<file path="src/rtl/wisc_cache_pkg.sv">
// wisc_cache_pkg: shared types and block geometry for the WISC cache fill path
package wisc_cache_pkg;
    typedef enum logic {IDLE, FILL} fill_state_t;
    localparam int BLOCK_WORDS = 8;
    localparam int OFFSET_BITS = $clog2(BLOCK_WORDS);
    localparam logic [15:0] BLOCK_BYTE_MASK = 16'((BLOCK_WORDS << 1) - 1);
    localparam int MEM_LATENCY = 4;
endpackage

</file>
<file path="src/rtl/fill_counter.sv">
// fill_counter: word counter for one side of a block fill.
// Ports: clk, rst (async active-low), clr (sync clear), en (count enable),
//        cnt (current word index), done (set once all 2**W words are counted).
module fill_counter #(
    parameter int W = 3
) (
    input  logic         clk,
    input  logic         rst,
    input  logic         clr,
    input  logic         en,
    output logic [W-1:0] cnt,
    output logic         done
);
    always_ff @(posedge clk or negedge rst) begin
        if (!rst) begin
            cnt  <= '0;
            done <= 1'b0;
        end else if (clr) begin
            cnt  <= '0;
            done <= 1'b0;
        end else if (en && !done) begin
            cnt  <= cnt + 1'b1;
            done <= &cnt;
        end
    end
endmodule

</file>
<file path="src/rtl/cache_fill_fsm.sv">
// cache_fill_fsm: fetches a missing cache block from pipelined memory and writes it into the cache.
// Ports: clk, rst (async active-low); miss_detected/miss_address start a fill;
//        memory_request/memory_address issue word reads, memory_valid/memory_data_out return them;
//        write_data_array/fill_address/fill_data write each returned word;
//        write_tag_array/fill_done pulse on the last word; fsm_busy stalls the pipeline.
module cache_fill_fsm
    import wisc_cache_pkg::fill_state_t, wisc_cache_pkg::IDLE, wisc_cache_pkg::FILL;
#(
    parameter int AWIDTH      = 16,
    parameter int DWIDTH      = 16,
    parameter int BLOCK_WORDS = wisc_cache_pkg::BLOCK_WORDS,
    parameter int MEM_LATENCY = wisc_cache_pkg::MEM_LATENCY
) (
    input  logic              clk,
    input  logic              rst,
    input  logic              miss_detected,
    input  logic [AWIDTH-1:0] miss_address,
    input  logic [DWIDTH-1:0] memory_data_out,
    input  logic              memory_valid,
    output logic              memory_request,
    output logic [AWIDTH-1:0] memory_address,
    output logic              fsm_busy,
    output logic              write_data_array,
    output logic [AWIDTH-1:0] fill_address,
    output logic [DWIDTH-1:0] fill_data,
    output logic              write_tag_array,
    output logic              fill_done
);
    localparam int CW = $clog2(BLOCK_WORDS);
    localparam logic [AWIDTH-1:0] OFF_MASK = AWIDTH'(2 * BLOCK_WORDS - 1);

    // The fill only counts returns, so latency is free; a block must still split into 2**CW words.
    if ((BLOCK_WORDS & (BLOCK_WORDS - 1)) != 0 || BLOCK_WORDS < 2 || MEM_LATENCY < 1) begin : g_bad_cfg
        $error("cache_fill_fsm: BLOCK_WORDS must be a power of two >= 2 and MEM_LATENCY >= 1");
    end

    fill_state_t       state;
    logic [AWIDTH-1:0] base;
    logic [CW-1:0]     issue_cnt, recv_cnt;
    logic              issue_done, recv_done, busy;

    assign busy             = state == FILL;
    assign fsm_busy         = busy;
    assign memory_request   = busy && !issue_done;
    assign write_data_array = busy && memory_valid && !recv_done;
    assign fill_done        = write_data_array && &recv_cnt;
    assign write_tag_array  = fill_done;
    assign fill_data        = memory_data_out;
    // Addresses read zero outside a fill so reset and idle look identical downstream.
    assign memory_address   = busy ? base + AWIDTH'({issue_cnt, 1'b0}) : '0;
    assign fill_address     = busy ? base + AWIDTH'({recv_cnt, 1'b0}) : '0;

    always_ff @(posedge clk or negedge rst) begin
        if (!rst) begin
            state <= IDLE;
            base  <= '0;
        end else if (!busy) begin
            if (miss_detected) begin
                state <= FILL;
                base  <= miss_address & ~OFF_MASK;
            end
        end else if (fill_done) begin
            state <= IDLE;
        end
    end

    // Both counters sit cleared while idle, so stray returns there cannot advance them.
    fill_counter #(.W(CW)) u_issue (
        .clk (clk),
        .rst (rst),
        .clr (!busy),
        .en  (memory_request),
        .cnt (issue_cnt),
        .done(issue_done)
    );

    fill_counter #(.W(CW)) u_recv (
        .clk (clk),
        .rst (rst),
        .clr (!busy),
        .en  (write_data_array),
        .cnt (recv_cnt),
        .done(recv_done)
    );
endmodule

</file>
<file path="config.mk">
export PLATFORM = sky130hd
export DESIGN_NAME = cache_fill_fsm
export DESIGN_NICKNAME = d
export VERILOG_FILES = /design/src/rtl/wisc_cache_pkg.sv /design/src/rtl/fill_counter.sv /design/src/rtl/cache_fill_fsm.sv
export SDC_FILE = /design/constraint.sdc
export NUM_CORES = 1
export LEC_CHECK = 0
export CAP_MARGIN = 10
export CORE_MARGIN = 4
export CORE_UTILIZATION = 30
export DETAILED_ROUTE_END_ITERATION = 8
export PLACE_DENSITY = 0.73
export SYNTH_ARGS = -nofsm -noshare
export SYNTH_HDL_FRONTEND = slang
export SYNTH_SLANG_ARGS = --single-unit
</file>
<file path="constraint.sdc">
create_clock -name clk -period 1.25 [get_ports clk]
set_input_delay 0.3125 -clock clk [delete_from_list [all_inputs] [get_ports clk]]
set_output_delay 0.3125 -clock clk [all_outputs]
set_load 0.05 [all_outputs]
</file>
==> qor.yml <==
outcome:
  status: "finished with violations"
  failed_checks: "negative setup slack"
place:
  dp_hpwl_mm: 2.366
  place.gp.congestion: 0.7320
clocking:
  tritoncts: "done"
  cts_buffers: 3
timing:
  setup_ws_ns: -0.3883
  timing.fmax_mhz: 610.4
  setup_viol: 47
  grt_setup_unrepaired: "true"
synthesis:
  yosys-top-cells-count: "buf_4, dfrtp_1, and2_1"
  synth_area_um2: 1290
  area_leaders: "dfrtp_1, buf_4, mux2_4"
  ys_cells: 117
  top_area_share_pct: 40.74
setup_path:
  r2r-start: "fsm_busy"
  cp.required_ns: 0.94
  path_class: "reg -> out"
  critPathCaptureType: "primary output"
global_route:
  grt_max_degree: 22
  grt_pass1_wl_mm: 5.506
-- metal layers --
metal / GRT usage, % / vias to the layer above / wire length (um)
li1: - / 415 / -
met5: 0 / - / 0
met2: 25.98 / 48 / 1836
met3: 3.557 / 12 / 330
met4: 6.036 / 0 / 82
met1: 13.38 / 441 / 1120
-- layout make-up --
class	count	area (um^2)	area share (%)
Clock buffer	4	45.04	1.912
Inverter	2	15.01	0.6373
Multi-Input combinational cell	58	598.1	25.39
Sequential cell	21	526.8	22.36
Tap cell	50	62.56	2.655
Timing Repair Buffer	71	1109	47.05
-- how the worst min path moves through the flow --
| stage | slack, ns | start | to |
|---|---|---|---|
| 2_1_floorplan | 0.02 | rst | base[10] |
| 3_3_place_gp | 0.49 | base[7] | base[7] |
| 3_5_place_dp | 0.50 | base[7] | base[7] |
| 4_1_cts | 0.41 | rst | base[9] |
| 5_1_grt | 0.43 | rst | base[11] |
| 6_report | 0.41 | rst | base[11] |
-- stage by stage --
step | std cells | worst slack [ns] | area (um^2) | hold WS (ns) | utilization, %
finish | 206 | -0.3883 | 2356 | 0.4082 | 57.65
floorplan | 118 | -0.3078 | 1473 | 0.01691 | -
global placement | 189 | -0.4487 | 2096 | 0.4943 | 51.29
CTS | 206 | -0.4047 | 2397 | 0.4128 | 58.67
global route | 206 | -0.4286 | 2356 | 0.4266 | 57.65
detailed placement | 189 | -0.4743 | 2096 | 0.5016 | 51.29
-- cell families (layout without fill, tap and decap cells) --
family	count (synthesis)	in the layout	share of synthesized area (%)
xor+xnor	1	1	0.6791
flops	21	21	40.74
fa+ha+maj	4	4	3.880
other cells	1	2	0.2907
mux	17	17	17.36
simple gates	31	31	14.26
compound gates	3	3	1.455
buf+inv	39	77	21.34
-- cell usage in the layout, fill, tap and decap left out --
cell type / netlist / layout
clkinvlp_4: 0 / 2
nor2b_1: 6 / 4
and3_4: 0 / 1
dlygate4sd2_1: 0 / 1
mux2i_1: 4 / 4
o21a_1: 1 / 1
nand2_1: 4 / 2
buf_4: 31 / 8
buf_8: 0 / 1
nor2b_4: 0 / 3
conb_1: 1 / 2
nand2_4: 0 / 2
buf_12: 0 / 39
mux2_2: 3 / 1
clkbuf_16: 0 / 1
and2_4: 0 / 17
mux2_4: 10 / 12
dfrtp_2: 0 / 1
nor2_1: 1 / 1
ha_4: 0 / 1
and2_1: 18 / 1
a31oi_1: 1 / 1
clkbuf_1: 1 / 1
dfrtp_1: 21 / 20
ha_2: 0 / 1
xnor2_1: 1 / 1
a21oi_1: 1 / 1
ha_1: 4 / 2
buf_6: 1 / 7
clkdlybuf4s50_1: 0 / 14
clkbuf_8: 0 / 3
-- critical path: stages (launching register included) --
cell     delay, ns
dfrtp_1       0.38
ha_2          0.20
ha_4          0.16
and3_4        0.18
buf_12        0.15
-- sequential cells by signal (all words and copies together) (netlist names) --
signal	count
u_issue.done	1
fsm_busy	1
u_issue.cnt	3
u_recv.done	1
base	12
u_recv.cnt	3
Figure 1. Floorplan with the power grid.
The bar under the picture is 20 um long. Pins as bars on the die edge.
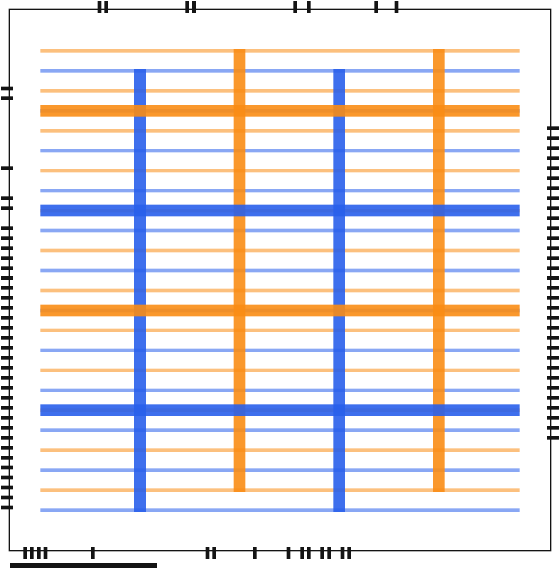
legend:
  orange:
    net: VDD
  blue:
    net: VSS
met4 straps: 4
signal pins: 89
met5 straps: 4
CORE AREA: 4086 um^2
die width: 73.58 um
die span in y: 73.58 um

Figure 2. Cell classes on the final placement.
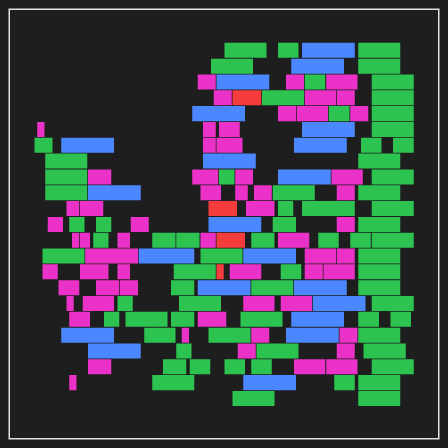
legend:
  blue:
    class: sequential cells
    cells: 21
    share_of_their_area: 23%
  magenta:
    class: combinational and other logic
    cells: 60
    share_of_their_area: 27%
  red:
    class: clock drivers and dummy loads
    cells: 4
    share_of_their_area: 2.0%
  green:
    class: remaining buffers and delay cells
    cells: 71
    share_of_their_area: 48%
sequential cell area share: 22.36%
Core Util, Final: 57.65%
Rows: 23
post-route cell area: 2356 um^2

Figure 3. Clock distribution.
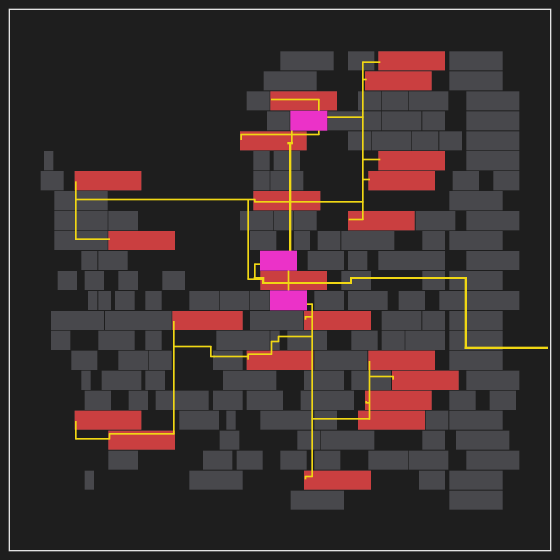
legend:
  magenta:
    item: clock drivers
    count: 3
  red:
    item: flip-flops
    count: 21
  yellow:
    item: clock wires
    length: 306 um
routed clock nets: 4
Setup Skew: 0.001176 ns

Figure 4. Wiring by layer.
The bar under the picture is 20 um long.
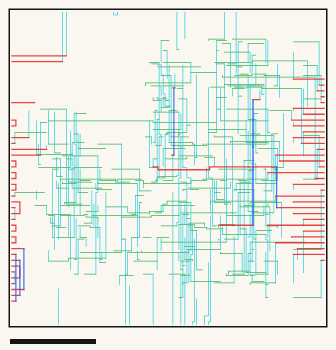
legend:
  red:
    layer: metal 3
    wire_length: 331 um
  blue:
    layer: metal 4
    wire_length: 83.0 um
  green:
    layer: metal 1
    wire_length: 1120 um
  cyan:
    layer: metal 2
    wire_length: 1840 um
Total Wirelength: 3.370 mm
total number of vias: 916
routed len/inst: 16.36 um
GRT Util Overall: 13.56%

Figure 5. Routing congestion.
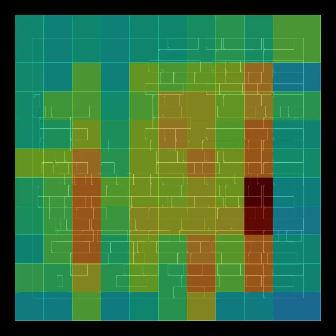
met1 usage: 13.38%
GR Util met3: 3.557%
M2 GR Usage: 25.98%
busiest layer in global routing: met2

